<file path="src/rtl/reg_write_demux.sv">
// Write-side steering for a 32-entry register file with a sequenced bulk clear.
// Every entry is exposed on a flat bus that feeds the matching 32:1 read mux.
module reg_write_demux #(
  parameter int unsigned WIDTH      = 32,
  parameter bit          ZERO_ENTRY = 1'b1
) (
  input  logic                  clk,
  input  logic                  rst_n,
  input  logic                  wr_valid,
  output logic                  wr_ready,
  input  logic [4:0]            wr_sel,
  input  logic [WIDTH-1:0]      wr_data,
  input  logic                  clr_req,
  output logic                  clr_busy,
  output logic                  clr_done,
  output logic [31:0]           we_onehot,
  output logic [32*WIDTH-1:0]   dout_flat
);

  typedef enum logic {
    IDLE  = 1'b0,
    CLEAR = 1'b1
  } state_t;

  // Entry 0 is never written from the write port when it is hard-wired to zero;
  // its storage then stays at its reset value forever.
  localparam logic [31:0] WR_MASK = ZERO_ENTRY ? 32'hFFFF_FFFE : 32'hFFFF_FFFF;

  state_t           state;
  state_t           state_next;
  logic [4:0]       clr_idx;
  logic [4:0]       clr_idx_next;
  logic [31:0]      we_next;
  logic             clr_done_next;
  logic [WIDTH-1:0] wdata;
  logic [WIDTH-1:0] entries [32];

  // NOTE: every output of this block gets a default first, so no path leaves
  // a variable unassigned and no latch is inferred.
  always_comb begin
    state_next    = state;
    clr_idx_next  = clr_idx;
    we_next       = '0;
    clr_done_next = 1'b0;
    wdata         = wr_data;
    wr_ready      = 1'b0;
    clr_busy      = 1'b0;

    case (state)
      IDLE: begin
        wr_ready = 1'b1;
        if (wr_valid) begin
          we_next = WR_MASK & (32'd1 << wr_sel);
        end
        if (clr_req) begin
          state_next   = CLEAR;
          clr_idx_next = '0;
        end
      end
      CLEAR: begin
        clr_busy     = 1'b1;
        wdata        = '0;
        we_next      = 32'd1 << clr_idx;
        clr_idx_next = clr_idx + 5'd1;
        if (clr_idx == 5'd31) begin
          state_next    = IDLE;
          clr_done_next = 1'b1;
        end
      end
      default: state_next = IDLE;
    endcase
  end

  // NOTE: state is updated with non-blocking assignments so every flop samples
  // the pre-edge values computed above, independent of block ordering.
  always_ff @(posedge clk or negedge rst_n) begin
    if (!rst_n) begin
      state     <= IDLE;
      clr_idx   <= '0;
      we_onehot <= '0;
      clr_done  <= 1'b0;
    end else begin
      state     <= state_next;
      clr_idx   <= clr_idx_next;
      we_onehot <= we_next;
      clr_done  <= clr_done_next;
    end
  end

  // NOTE: the storage array is reset deliberately: every entry must read zero
  // straight out of reset, so this is flop storage, not an inferred RAM.
  always_ff @(posedge clk or negedge rst_n) begin
    if (!rst_n) begin
      for (int i = 0; i < 32; i++) begin
        entries[i] <= '0;
      end
    end else begin
      for (int i = 0; i < 32; i++) begin
        if (we_next[i]) begin
          entries[i] <= wdata;
        end
      end
    end
  end

  for (genvar i = 0; i < 32; i++) begin : g_out
    assign dout_flat[i*WIDTH +: WIDTH] = entries[i];
  end

endmodule

</file>
<file path="config.mk">
export PLATFORM = sky130hd
export DESIGN_NAME = reg_write_demux
export DESIGN_NICKNAME = d
export VERILOG_FILES = /design/src/rtl/reg_write_demux.sv
export SDC_FILE = /design/constraint.sdc
export NUM_CORES = 1
export LEC_CHECK = 0
export CAP_MARGIN = 20
export CORE_AREA = 4 4 423 425
export CTS_BUF_LIST = sky130_fd_sc_hd__clkbuf_4 sky130_fd_sc_hd__clkbuf_8
export DETAILED_ROUTE_END_ITERATION = 8
export DIE_AREA = 0 0 427 429
export GPL_TIMING_DRIVEN = 0
export PLACE_DENSITY = 0.53
export SLEW_MARGIN = 20
export SYNTH_ARGS = -nofsm -noshare
export SYNTH_HDL_FRONTEND = slang
export SYNTH_SLANG_ARGS = --single-unit
</file>
<file path="constraint.sdc">
create_clock -name clk -period 2.58 [get_ports clk]
set_clock_uncertainty 0.15 [all_clocks]
set_input_delay 0.774 -clock clk [delete_from_list [all_inputs] [get_ports clk]]
set_output_delay 0.774 -clock clk [all_outputs]
set_load 0.1 [all_outputs]
</file>
==> changes_impl.md <==
### Metrics

* Status: complete, but fails checks
* Failing checks: negative setup slack
* Aoi share at 1.08%
* Sequential element share of the synthesized area at 65.9%
* Remaining Overflow, GRT at 0
* Antenna-violating nets left at 0
* Synthesized instance count at 2423
* TritonCTS clock tree: built
* Critical Path Slowest Stage Cell: dfrtp_4
* Slew headroom at 34.2%
* Final WL at 181000 um
* Max Freq at 0.335 GHz
* Clock latency on the worst-skew pair at 900 ps
* Syn Nets at 2471
* Yosys synthesis chip area at 40400 um2
* Worst-Margin Slew at 984 ps
* Cell family with most CP delay: buffers and inverters
* Minimum clock period at 2980 ps
* Placed cell areas at 54600 um2
* Worst hold slack at 42.8 ps
* Worst Reg-to-Reg Cells at 7
* Tap Cells at 2340
* Yosys xor share at 0%
* First-pass GRT wire length at 241000 um
* Non-clock buffer share at 34.0%
* Met2 wire len at 93200 um
* CP max stage delay at 500 ps
* Drt drc at 0
* Layout cells sized above 1 at 69.1%
* Initial antenna violation count at 26
* Detail Route met3 WL at 11500 um
* Hold Path Class: input pin to asynchronous set/reset pin
* Worst reg2reg path startpoint: state$_DFF_PN0_
* RSZ-0062 raised after global routing: true
* RD Place Congestion at 0.826
* Flop count at 1063
* N_diodes at 18
* Ys flops at 1063
* Combinational share of cell area at 18.3%
* Worst setup EP type: output port
* Post-route insts no fill at 6390
* Bufs w/o clock at 1491
* Crit path from: state$_DFF_PN0_
* Largest net degree at the start of global routing at 140
* FP Util at 23.0%
* FFs w/ async S/R, synth at 100%
* Top post-synthesis cells by count: 1063 x dfrtp_1, 925 x mux2_2, 108 x clkbuf_1, 61 x buf_4, 58 x mux2_4
* Top area cell types: dfrtp_1 66%, mux2_2 26%, mux2_4 2.2%, buf_4 1.1%, clkbuf_1 1.0%
* Setup-failing EPs final at 2
* CP most frequent cell: buf_12
* Crit path to: wr_ready
* Dominant comb cell: multiplexers
* Vias at 26878
* Full die area at 183000 um2
* Most numerous logic cells after layout: 1052 x dfrtp_1, 940 x buf_12, 925 x mux2_2
* R2R Path End: dout_flat[211]$_DFFE_PN0P_
* Synth cell types at 35
* Synth area leader: dfrtp_1
* Multi-input comb cells at 1140
* CP Class: flop to output port
* MUX share of area at 28.2%
* Layout Nets at 3941
* Detailed Routing Iterations Pass 1 at 4
* Met1 WL at 69700 um
* Area added between synthesis and finish at 74.8%
* Hpwl dp at 132000 um
* Syn. warnings at 0
* Hold Violations, Final at 0
* Buf/Inv on CP at 5
* CTS root buf: clkbuf_8
* Mapped Area at 40400 um2
* Leading cell kind: registers
* Ys flop type: dfrtp_1
* Placed cell count at 5875
* M2 GR Usage at 33.3%
* Worst Setup Slack, final at -401 ps
==> sequential cells by signal, summed over array words and instances, names as in the netlist <==
name / cells
we_onehot: 32
clr_idx: 5
state: 1
clr_done: 1
dout_flat: 1024
==> cell families (layout without fill, tap and decap cells) <==
family                   after synthesis  in the layout
adder cells (fa/ha/maj)                7              7
AND-OR/OR-AND                         37             37
flip-flops                          1063           1063
other                                  0             18
multiplexers                         993            993
buffers and inverters                220           1829
AND/OR/NAND/NOR                      103            103
==> per-stage QoR <==
step           utilization [%]  setup TNS [ps]  worst slack [ps]
2_1_floorplan                -               0              36.9
5_1_grt                   40.3          -17500              -575
4_1_cts                   36.8         -570190              -681
6_report                  40.3            -629              -401
3_3_place_gp              31.0               -            -58090
3_5_place_dp              31.2        -1303340             -1420
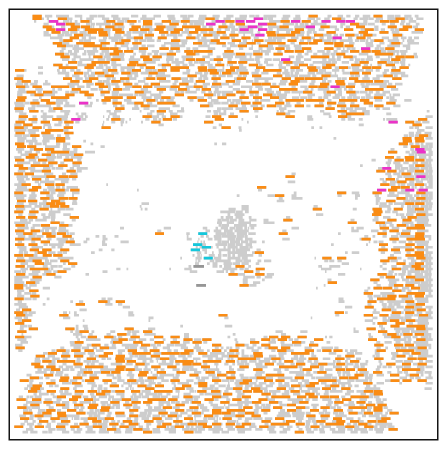
Fig. 1. Register map, names as in the netlist.
Scale: 1 px per um. Other sequential cells in the stronger gray, the rest of the logic in the fainter gray.
`we_onehot`: drawn in magenta, placed flops 32. `dout_flat`: drawn in orange, placed flops 1024, where widely spread. `clr_idx`: drawn in cyan, placed flops 5, where middle.
Core Util, Final: 40.3%
Seq/total area: 37.7%
Flop area: 26600 um2

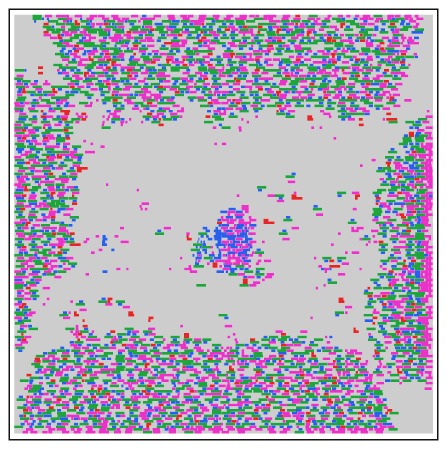
Fig. 2. Placement by cell class.
Scale: 1 px per um. Fill, decap, tap and diode cells in gray.
clock drivers and dummy loads: drawn in red, cells 331, share of their area 6.0%. registers: drawn in green, cells 1063, share of their area 39%. remaining logic cells: drawn in blue, cells 1147, share of their area 19%. remaining buffers and delay cells: drawn in magenta, cells 1491, share of their area 35%.
finished layout cell area: 70600 um2
Core Rows: 154
Core Area: 175000 um2

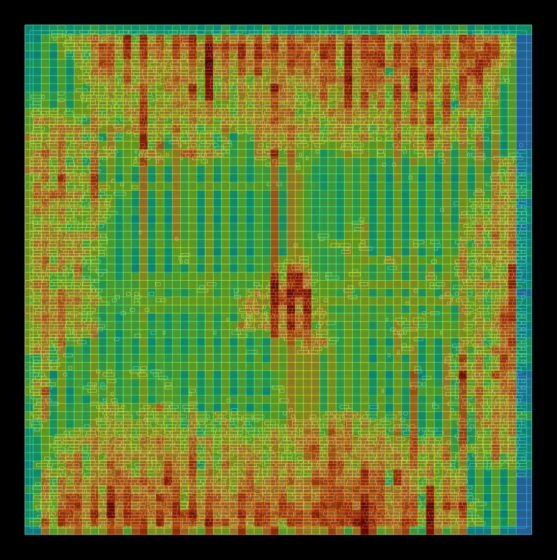
Fig. 3. Routing congestion.
GR peak layer: met2
Routed wire per std cell: 28.4 um
All-Layer GR Usage: 19.1%
met3 global-route usage: 5.45%
met1 Usage GRT: 22.4%

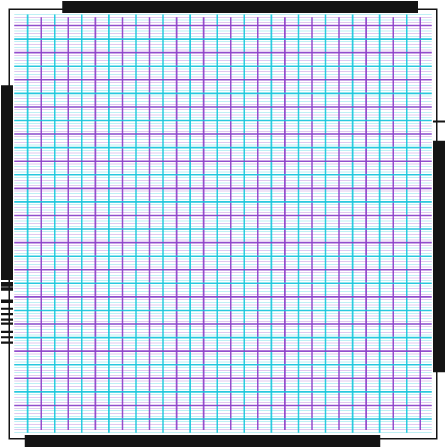
Fig. 4. Supply network.
Pins as bars on the die edge.
VSS: drawn in cyan. VDD: drawn in purple.
155 met1 rails follow the rows. 1100 signal pins sit on the boundary. The core has 154 rows. 30 straps on met4. 30 straps on met5.
die height: 429 um
Die W: 427 um

